$ cat src/rtl/capture_ring_ctrl.sv
// Capture-path write-address sequencer: carves captured beats into AXI4 INCR bursts into a host ring.
// Define CAPTURE_RING_STATS_EN to build the stat_* counters; otherwise those ports read constant 0.
module capture_ring_ctrl #(
    parameter int         ADDR_WIDTH      = 32,
    parameter int         DATA_WIDTH      = 512,
    parameter int         MAX_BURST       = 16,
    parameter int         PTR_WIDTH       = 20,
    parameter int         MAX_OUTSTANDING = 4,
    parameter logic [5:0] AWID            = 6'd0
) (
    input  logic                  clk,
    input  logic                  rst,
    input  logic [ADDR_WIDTH-1:0] cfg_base_addr,
    input  logic [4:0]            cfg_ring_log2,
    input  logic                  cfg_start,
    input  logic                  cfg_stop,
    input  logic [PTR_WIDTH:0]    sw_tail,
    input  logic                  in_beat,
    output logic [5:0]            m_axi_awid,
    output logic [ADDR_WIDTH-1:0] m_axi_awaddr,
    output logic [7:0]            m_axi_awlen,
    output logic [2:0]            m_axi_awsize,
    output logic [1:0]            m_axi_awburst,
    output logic                  m_axi_awvalid,
    input  logic                  m_axi_awready,
    input  logic [1:0]            m_axi_bresp,
    input  logic                  m_axi_bvalid,
    output logic                  m_axi_bready,
    output logic [7:0]            cmd_len,
    output logic                  cmd_valid,
    input  logic                  cmd_ready,
    output logic [PTR_WIDTH:0]    head_ptr,
    output logic                  active,
    output logic                  done,
    output logic                  err,
    output logic                  ring_full,
    output logic [31:0]           stat_bursts,
    output logic [31:0]           stat_beats,
    output logic [31:0]           stat_full_cycles,
    output logic [15:0]           stat_berr
);
    localparam int PW        = PTR_WIDTH + 1;
    localparam int BPB_LOG2  = $clog2(DATA_WIDTH / 8);
    localparam int OUT_W     = $clog2(MAX_OUTSTANDING + 1);
    localparam int IDX_W     = (MAX_OUTSTANDING > 1) ? $clog2(MAX_OUTSTANDING) : 1;
    localparam logic [PW-1:0]    ONE      = PW'(1);
    localparam logic [PW-1:0]    ZERO     = {PW{1'b0}};
    localparam logic [PW-1:0]    SAT      = {PW{1'b1}};
    localparam logic [PW-1:0]    MB       = PW'(MAX_BURST);
    localparam logic [OUT_W-1:0] OUT_MAX  = OUT_W'(MAX_OUTSTANDING);
    localparam logic [OUT_W-1:0] OUT_ONE  = OUT_W'(1);
    localparam logic [OUT_W-1:0] OUT_ZERO = {OUT_W{1'b0}};

    typedef enum logic [1:0] {
        S_IDLE  = 2'd0,
        S_RUN   = 2'd1,
        S_FLUSH = 2'd2,
        S_DONE  = 2'd3
    } state_t;

    function automatic logic [PW-1:0] min_ptr(input logic [PW-1:0] a, input logic [PW-1:0] b);
        min_ptr = (a < b) ? a : b;
    endfunction

    function automatic logic [IDX_W-1:0] next_idx(input logic [IDX_W-1:0] idx);
        if (idx == IDX_W'(MAX_OUTSTANDING - 1)) begin
            next_idx = {IDX_W{1'b0}};
        end else begin
            next_idx = idx + IDX_W'(1);
        end
    endfunction

    state_t                  state_r, state_nxt_s;
    logic [ADDR_WIDTH-1:0]   base_r, awaddr_r;
    logic [4:0]              log2_r;
    logic [PW-1:0]           issue_ptr_r, head_ptr_r, avail_r, avail_nxt_s, avail_dec_s;
    logic [OUT_W-1:0]        outstanding_r;
    logic [7:0]              awlen_r;
    logic                    awvalid_r, cmd_valid_r, err_r, bready_r;
    logic                    ring_full_r, active_r, done_r;
    logic [7:0]              len_fifo_r [MAX_OUTSTANDING];
    logic [IDX_W-1:0]        wr_idx_r, rd_idx_r;

    logic [PW-1:0] ring_s, mask_s, offset_s, diff_s, free_s, burst_room_s, ring_room_s, len_s, head_beats_s;
    logic          full_s, in_flight_s, launch_s, aw_hs_s, cmd_hs_s, b_ack_s, b_err_s;
    logic          beat_in_s, start_ok_s, drained_s;

    // Pointers live modulo 2*ring so bit cfg_ring_log2 acts as the wrap bit.
    assign ring_s       = ONE << log2_r;
    assign mask_s       = (ring_s << 1) - ONE;
    assign offset_s     = issue_ptr_r & (ring_s - ONE);
    assign diff_s       = (issue_ptr_r - sw_tail) & mask_s;
    assign full_s       = (diff_s == ring_s);
    assign free_s       = ring_s - diff_s;
    assign burst_room_s = MB - (issue_ptr_r & (MB - ONE));
    assign ring_room_s  = ring_s - offset_s;
    assign len_s        = min_ptr(min_ptr(avail_r, burst_room_s), min_ptr(ring_room_s, free_s));

    assign in_flight_s  = (state_r == S_RUN) || (state_r == S_FLUSH);
    assign start_ok_s   = cfg_start && ((state_r == S_IDLE) || (state_r == S_DONE));
    assign launch_s     = in_flight_s && !awvalid_r && !cmd_valid_r && (outstanding_r < OUT_MAX)
                          && (avail_r != ZERO) && !full_s;
    assign aw_hs_s      = awvalid_r && m_axi_awready;
    assign cmd_hs_s     = cmd_valid_r && cmd_ready;
    assign b_ack_s      = m_axi_bvalid && bready_r && (outstanding_r != OUT_ZERO);
    assign b_err_s      = b_ack_s && (m_axi_bresp != 2'b00);
    assign beat_in_s    = in_beat && in_flight_s;
    assign head_beats_s = PW'(len_fifo_r[rd_idx_r]) + ONE;
    assign drained_s    = (avail_r == ZERO) && !awvalid_r && !cmd_valid_r && (outstanding_r == OUT_ZERO);

    // State register.
    always_ff @(posedge clk) begin
        if (rst) begin
            state_r <= S_IDLE;
        end else begin
            state_r <= state_nxt_s;
        end
    end

    // Next-state logic.
    always_comb begin
        state_nxt_s = state_r;
        case (state_r)
            S_IDLE:  if (cfg_start) state_nxt_s = S_RUN; else state_nxt_s = S_IDLE;
            S_RUN:   if (cfg_stop || err_r || b_err_s) state_nxt_s = S_FLUSH; else state_nxt_s = S_RUN;
            S_FLUSH: if (drained_s) state_nxt_s = S_DONE; else state_nxt_s = S_FLUSH;
            S_DONE:  if (cfg_start) state_nxt_s = S_RUN; else state_nxt_s = S_DONE;
            default: state_nxt_s = S_IDLE;
        endcase
    end

    // Beat accounting: launch debit first, then saturating credit for the incoming beat.
    always_comb begin
        avail_dec_s = avail_r;
        if (launch_s) begin
            avail_dec_s = avail_r - len_s;
        end else begin
            avail_dec_s = avail_r;
        end
        if (beat_in_s && (avail_dec_s != SAT)) begin
            avail_nxt_s = avail_dec_s + ONE;
        end else begin
            avail_nxt_s = avail_dec_s;
        end
    end

    // Burst issue, AW/cmd handshakes, B tracking and pointer bookkeeping.
    always_ff @(posedge clk) begin
        if (rst || start_ok_s) begin
            issue_ptr_r   <= ZERO;
            head_ptr_r    <= ZERO;
            avail_r       <= ZERO;
            outstanding_r <= OUT_ZERO;
            awvalid_r     <= 1'b0;
            cmd_valid_r   <= 1'b0;
            err_r         <= 1'b0;
            wr_idx_r      <= {IDX_W{1'b0}};
            rd_idx_r      <= {IDX_W{1'b0}};
            for (int i = 0; i < MAX_OUTSTANDING; i++) begin
                len_fifo_r[i] <= 8'd0;
            end
            if (rst) begin
                base_r   <= {ADDR_WIDTH{1'b0}};
                log2_r   <= 5'd0;
                awaddr_r <= {ADDR_WIDTH{1'b0}};
                awlen_r  <= 8'd0;
                bready_r <= 1'b0;
            end else begin
                base_r   <= cfg_base_addr;
                log2_r   <= cfg_ring_log2;
                bready_r <= 1'b1;
            end
        end else begin
            bready_r <= 1'b1;
            avail_r  <= avail_nxt_s;
            if (launch_s) begin
                issue_ptr_r          <= (issue_ptr_r + len_s) & mask_s;
                awaddr_r             <= base_r + (ADDR_WIDTH'(offset_s) << BPB_LOG2);
                awlen_r              <= 8'(len_s - ONE);
                awvalid_r            <= 1'b1;
                cmd_valid_r          <= 1'b1;
                len_fifo_r[wr_idx_r] <= 8'(len_s - ONE);
                wr_idx_r             <= next_idx(wr_idx_r);
            end else begin
                if (aw_hs_s) awvalid_r <= 1'b0;
                if (cmd_hs_s) cmd_valid_r <= 1'b0;
            end
            case ({aw_hs_s, b_ack_s})
                2'b10:   outstanding_r <= outstanding_r + OUT_ONE;
                2'b01:   outstanding_r <= outstanding_r - OUT_ONE;
                default: outstanding_r <= outstanding_r;
            endcase
            if (b_ack_s) begin
                head_ptr_r <= (head_ptr_r + head_beats_s) & mask_s;
                rd_idx_r   <= next_idx(rd_idx_r);
            end
            if (b_err_s) err_r <= 1'b1;
        end
    end

    // Registered status outputs.
    always_ff @(posedge clk) begin
        if (rst) begin
            ring_full_r <= 1'b0;
            active_r    <= 1'b0;
            done_r      <= 1'b0;
        end else begin
            ring_full_r <= full_s;
            active_r    <= (state_nxt_s == S_RUN) || (state_nxt_s == S_FLUSH);
            done_r      <= (state_nxt_s == S_DONE);
        end
    end

    assign m_axi_awid    = AWID;
    assign m_axi_awaddr  = awaddr_r;
    assign m_axi_awlen   = awlen_r;
    assign m_axi_awsize  = 3'(BPB_LOG2);
    assign m_axi_awburst = 2'b01;
    assign m_axi_awvalid = awvalid_r;
    assign m_axi_bready  = bready_r;
    assign cmd_len       = awlen_r;
    assign cmd_valid     = cmd_valid_r;
    assign head_ptr      = head_ptr_r;
    assign active        = active_r;
    assign done          = done_r;
    assign err           = err_r;
    assign ring_full     = ring_full_r;

`ifdef CAPTURE_RING_STATS_EN
    logic [31:0] stat_bursts_r, stat_beats_r, stat_full_cycles_r;
    logic [15:0] stat_berr_r;

    // Free-running event counters, wrapping at full scale.
    always_ff @(posedge clk) begin
        if (rst || start_ok_s) begin
            stat_bursts_r      <= 32'd0;
            stat_beats_r       <= 32'd0;
            stat_full_cycles_r <= 32'd0;
            stat_berr_r        <= 16'd0;
        end else begin
            if (aw_hs_s) stat_bursts_r <= stat_bursts_r + 32'd1;
            if (b_ack_s) stat_beats_r <= stat_beats_r + 32'(head_beats_s);
            if ((state_r == S_RUN) && full_s && (avail_r != ZERO)) stat_full_cycles_r <= stat_full_cycles_r + 32'd1;
            if (b_err_s) stat_berr_r <= stat_berr_r + 16'd1;
        end
    end

    assign stat_bursts      = stat_bursts_r;
    assign stat_beats       = stat_beats_r;
    assign stat_full_cycles = stat_full_cycles_r;
    assign stat_berr        = stat_berr_r;
`else
    assign stat_bursts      = 32'd0;
    assign stat_beats       = 32'd0;
    assign stat_full_cycles = 32'd0;
    assign stat_berr        = 16'd0;
`endif

endmodule
$ cat config.mk
export PLATFORM = sky130hd
export DESIGN_NAME = capture_ring_ctrl
export DESIGN_NICKNAME = d
export VERILOG_FILES = /design/src/rtl/capture_ring_ctrl.sv
export SDC_FILE = /design/constraint.sdc
export NUM_CORES = 1
export LEC_CHECK = 0
export CORE_MARGIN = 4
export CORE_UTILIZATION = 56
export DETAILED_ROUTE_END_ITERATION = 6
export GPL_ROUTABILITY_DRIVEN = 1
export GPL_TIMING_DRIVEN = 0
export PLACE_DENSITY = 0.82
export SYNTH_ARGS = -nofsm -noshare
export SYNTH_HDL_FRONTEND = slang
export SYNTH_SLANG_ARGS = --single-unit
$ cat constraint.sdc
create_clock -name clk -period 15.51 [get_ports clk]
set_input_delay 2.3265 -clock clk [delete_from_list [all_inputs] [get_ports clk]]
set_output_delay 2.3265 -clock clk [all_outputs]
set_load 0.02 [all_outputs]
Fig. 1: cell area per tile
Drawn at 2 px/um. The die is cut into 19 by 19 equal tiles; white is low, dark blue is high, 0 to 100% covered.
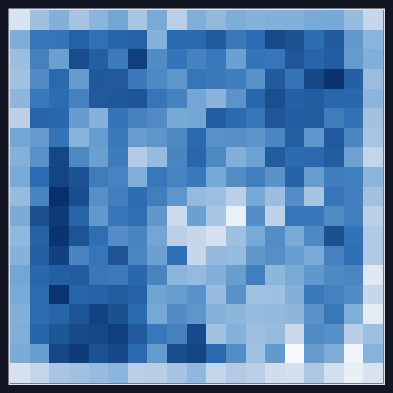
The fullest tile reaches 100%. The mean over all tiles is 60%. 27% of the tiles are over 75% full. The emptiest ninth of the die: lower right.

Fig. 2: metal 1
Drawn at 1.5 px/um. Supply wires on this layer in grey.
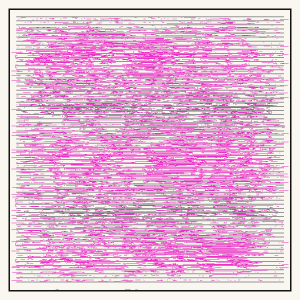
The longest straight run is 86.0 um. The wires run mostly horizontal. 2,587 nets have wire on it. The layer carries 26.2 mm of wire.
vias: 17,700
routed wire length: 62.9 mm
Global Route met1 Usage: 46.4%

Fig. 3: clock nets
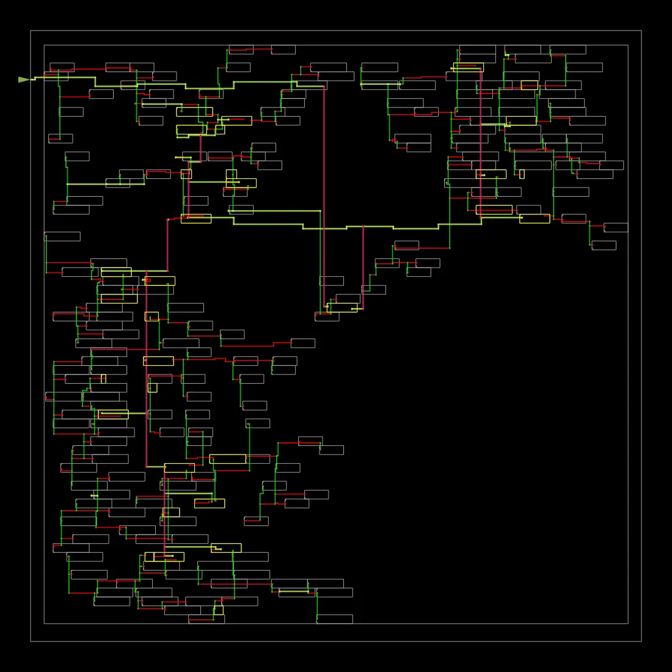
clock network latency to the later pin of the worst-skew pair: 0.46 ns
total clock buffers created by CTS: 17
largest clock skew in the final design: 0.0129 ns
Clock Sink Count: 190

==> flow_summary.json <==
{
  "run_status": "complete, no violations",
  "vdd.ir_drop.worst_uv": 186,
  "netlist_logic_family_top": "simple AND/OR/NAND/NOR gates",
  "timing.fmax_mhz": 66.8,
  "n_clock_buffer": 20,
  "cp.required_ns": 15.83,
  "regToRegSetupSlack_ns": 0.55,
  "seq_power_share_pct": 13.8,
  "synth.cellmix.adderShare_pct": 12.1,
  "io_buffers": 143,
  "met3WireLength_mm": 6.38,
  "met2_length_mm": 27.8,
  "drt-initial-drc-count": 1887,
  "antenna_fix_cells": 0,
  "holdPathStages": 2,
  "synth.yosys.warnings": 0,
  "cts_resized": 23,
  "busiest_layer": "met2",
  "drt-wirelength-per-cell_um": 21.5,
  "antenna_left": 0,
  "final_min_period_over_clock_period_pct": 96.5,
  "post-layout-total-power_uw": 5040,
  "worst_setup_path_start_kind": "register",
  "number_of_antenna_violations_at_the_first_check_in_global_routing": 0,
  "inverters_excl_clock": 145,
  "timing_hold_violations_final": 0,
  "critPathSlowestCell": "sky130_fd_sc_hd__edfxtp_1",
  "share_of_post_route_cells_with_drive_strength_above_1_pct": 11.5,
  "synth_seq_share_pct": 27.4,
  "critical_path.max_fanout": 10,
  "clock_tree_from_tritoncts": "built",
  "gp_routability_congestion": 1.02,
  "n_tap_cell": 402,
  "yosys-top-cells-count": "sky130_fd_sc_hd__nor2_1 (219), sky130_fd_sc_hd__nand2_1 (172), sky130_fd_sc_hd__ha_1 (159)",
  "max-cap-violations": 0,
  "stage_log_warnings": 29,
  "switchingPower_uw": 2680,
  "synthMostInstantiatedCell": "sky130_fd_sc_hd__nor2_1",
  "p_leak_uw": 0.00938,
  "report.final.slew_viol_count": 0,
  "final_instance_area_mm2": 0.0215,
  "slowest_delay_ns": 0.49,
  "grt_start_max_net_pins": 33,
  "layout.non_clock_buffers": 370,
  "worst_setup_path_end_kind": "register",
  "synth.avg_cell_area_um2": 8.15,
  "place_area_mm2": 0.0204,
  "power.sequential.total_uw": 695,
  "preCtsSetupSlack_ns": -2.20,
  "filler_cell_count": 2623,
  "congestion_overflow_gr": 0,
  "final_core_occ_pct": 68.0,
  "area.share.sequential_pct": 22.8,
  "pwr.group.combinational_uw": 3850,
  "synthAoiAreaFrac_pct": 19.4,
  "critPathArrivalTime_ns": 15.28,
  "setup.worst_path.class": "reg2reg",
  "delay_heaviest_family_cp": "AND-OR/OR-AND gates",
  "synth.yosys.num_cells": 2194,
  "gr-usage-all-layers_pct": 34.5,
  "first_global_vias": 16800,
  "finalSetupViolCount": 0,
  "worst_r2r_startpoint": "log2_r[4]",
  "layout.nets": 2746,
  "row_count": 65,
  "period_needed_ns": 14.96,
  "yosys_most_used_dff": "sky130_fd_sc_hd__edfxtp_1",
  "path_clk_slew_ns": 0.07,
  "netlist-cell-type-count": 100,
  "synth_top_area_share_pct": 18.3,
  "asyncSetResetFlopFracSynth_pct": 0,
  "top_layer_used": "met4",
  "cp-endpoint": "avail_r[4]",
  "fp.dieH_um": 187,
  "layout-area-overhead-vs-synth_pct": 20.0,
  "worst_r2r_endpoint": "avail_r[4]",
  "core_mm2": 0.0316,
  "power.internal_uw": 2360,
  "floorplan.io_pins": 267,
  "swShare_pct": 53.2,
  "area.sequential_mm2": 0.00489,
  "global_route_wire_length_before_repair_mm": 94.9,
  "power-top-group": "combinational logic",
  "fin_ws_ns": 0.549,
  "clkCellAreaFrac_pct": 2.98,
  "postSynthCellCount": 2194,
  "floorplan.die.width_um": 187,
  "placed_instances": 2876,
  "worst-path-stages": 64,
  "topCellsByArea": "sky130_fd_sc_hd__edfxtp_1 (18%), sky130_fd_sc_hd__ha_1 (11%), sky130_fd_sc_hd__dfxtp_1 (9.1%), sky130_fd_sc_hd__buf_4 (5.5%), sky130_fd_sc_hd__nor2_1 (4.6%)",
  "synth_flops": 190,
  "layout.cells.most_common_list": "sky130_fd_sc_hd__nor2_1 (216), sky130_fd_sc_hd__nand2_1 (169), sky130_fd_sc_hd__ha_1 (152), sky130_fd_sc_hd__buf_4 (152), sky130_fd_sc_hd__a21oi_1 (150)",
  "synth.yosys.chip_area_mm2": 0.0179,
  "reg2reg_depth": 64,
  "met2_usage_pct": 54.2,
  "biggestCellCategory": "logic gates",
  "cts_setup_buffers": 3,
  "hold_class": "reg2reg",
  "combGateArea_mm2": 0.0119,
  "detail_route.first_pass.iterations": 6,
  "yosys.area_share.xor_xnor_pct": 5.78,
  "ff_count": 190,
  "holdPathEnd": "head_ptr[5]",
  "worstMarginPinSlew_ns": 1.40,
  "layout_top_cell_excl_fill_tap": "sky130_fd_sc_hd__nor2_1",
  "non_clock_buffer_area_share_pct": 13.8,
  "worst_path_most_repeated_cell": "sky130_fd_sc_hd__a21o_1",
  "n_multi_input_combinational_cell": 1789,
  "beginning_of_the_worst_hold_path": "head_ptr[5]",
  "final_cells": 2928,
  "worst_slew_margin_rel_pct": 5.53,
  "comb-cell-share_pct": 55.6,
  "worst_setup_path_startpoint": "log2_r[4]",
  "wirelength_met1_mm": 26.2,
  "ctsHtreeMaxLevel": 4,
  "clock-root-buffer": "sky130_fd_sc_hd__clkbuf_16",
  "synth.cellmix.simpleShare_pct": 22.6,
  "final.setup.tns_ns": 0,
  "yosys-mux-area-fraction_pct": 2.43,
  "syn-cell-area_mm2": 0.0179,
  "post_drt_via_cell_ratio": 6.03,
  "ctsLongestPathBuffers": 2,
  "dpl.hpwl_mm": 49.7,
  "worst_hold_slack_after_final_layout_ns": 0.480,
  "fp-utilization_pct": 56.7,
  "enable_flop_cells": 109,
  "p_comb_share_pct": 76.5,
  "holdBufCountCts": 0,
  "drc_errors": 0,
  "synthDominantAreaCellType": "sky130_fd_sc_hd__edfxtp_1",
  "crit_buf_inv": 12
}
Fig. 4: routed clock nets over the placement
Drawn at 2 px/um.
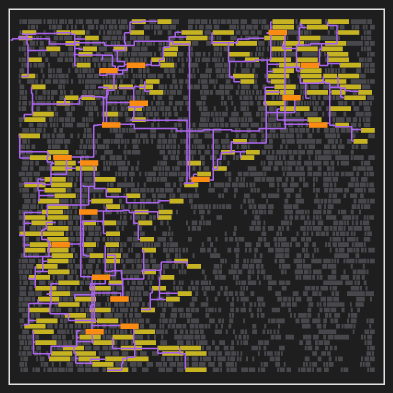
Key: yellow = flip-flops [count 190]; orange = clock-net drivers [count 17]; purple = clock wires [length 2,530 um]
There are 18 routed clock nets. Position of the flops: all over the die.
power attributed to the clock group: 490 uW
part of the total power dissipated in the clock network: 9.7%

Fig. 5: signal wires on met3
Drawn at 2 px/um.
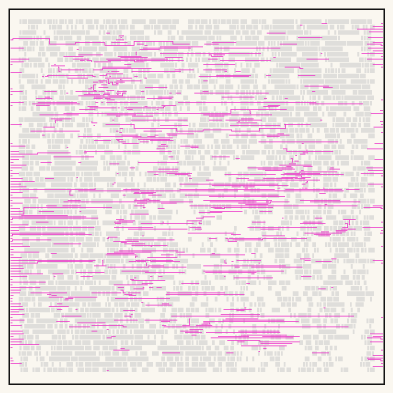
The wires run mostly horizontal. The layer holds 10% of the routed length. 462 nets have wire on it.
met3 Usage GRT: 7.91%

No activity file was given, so power comes from the tool's default toggle rates.
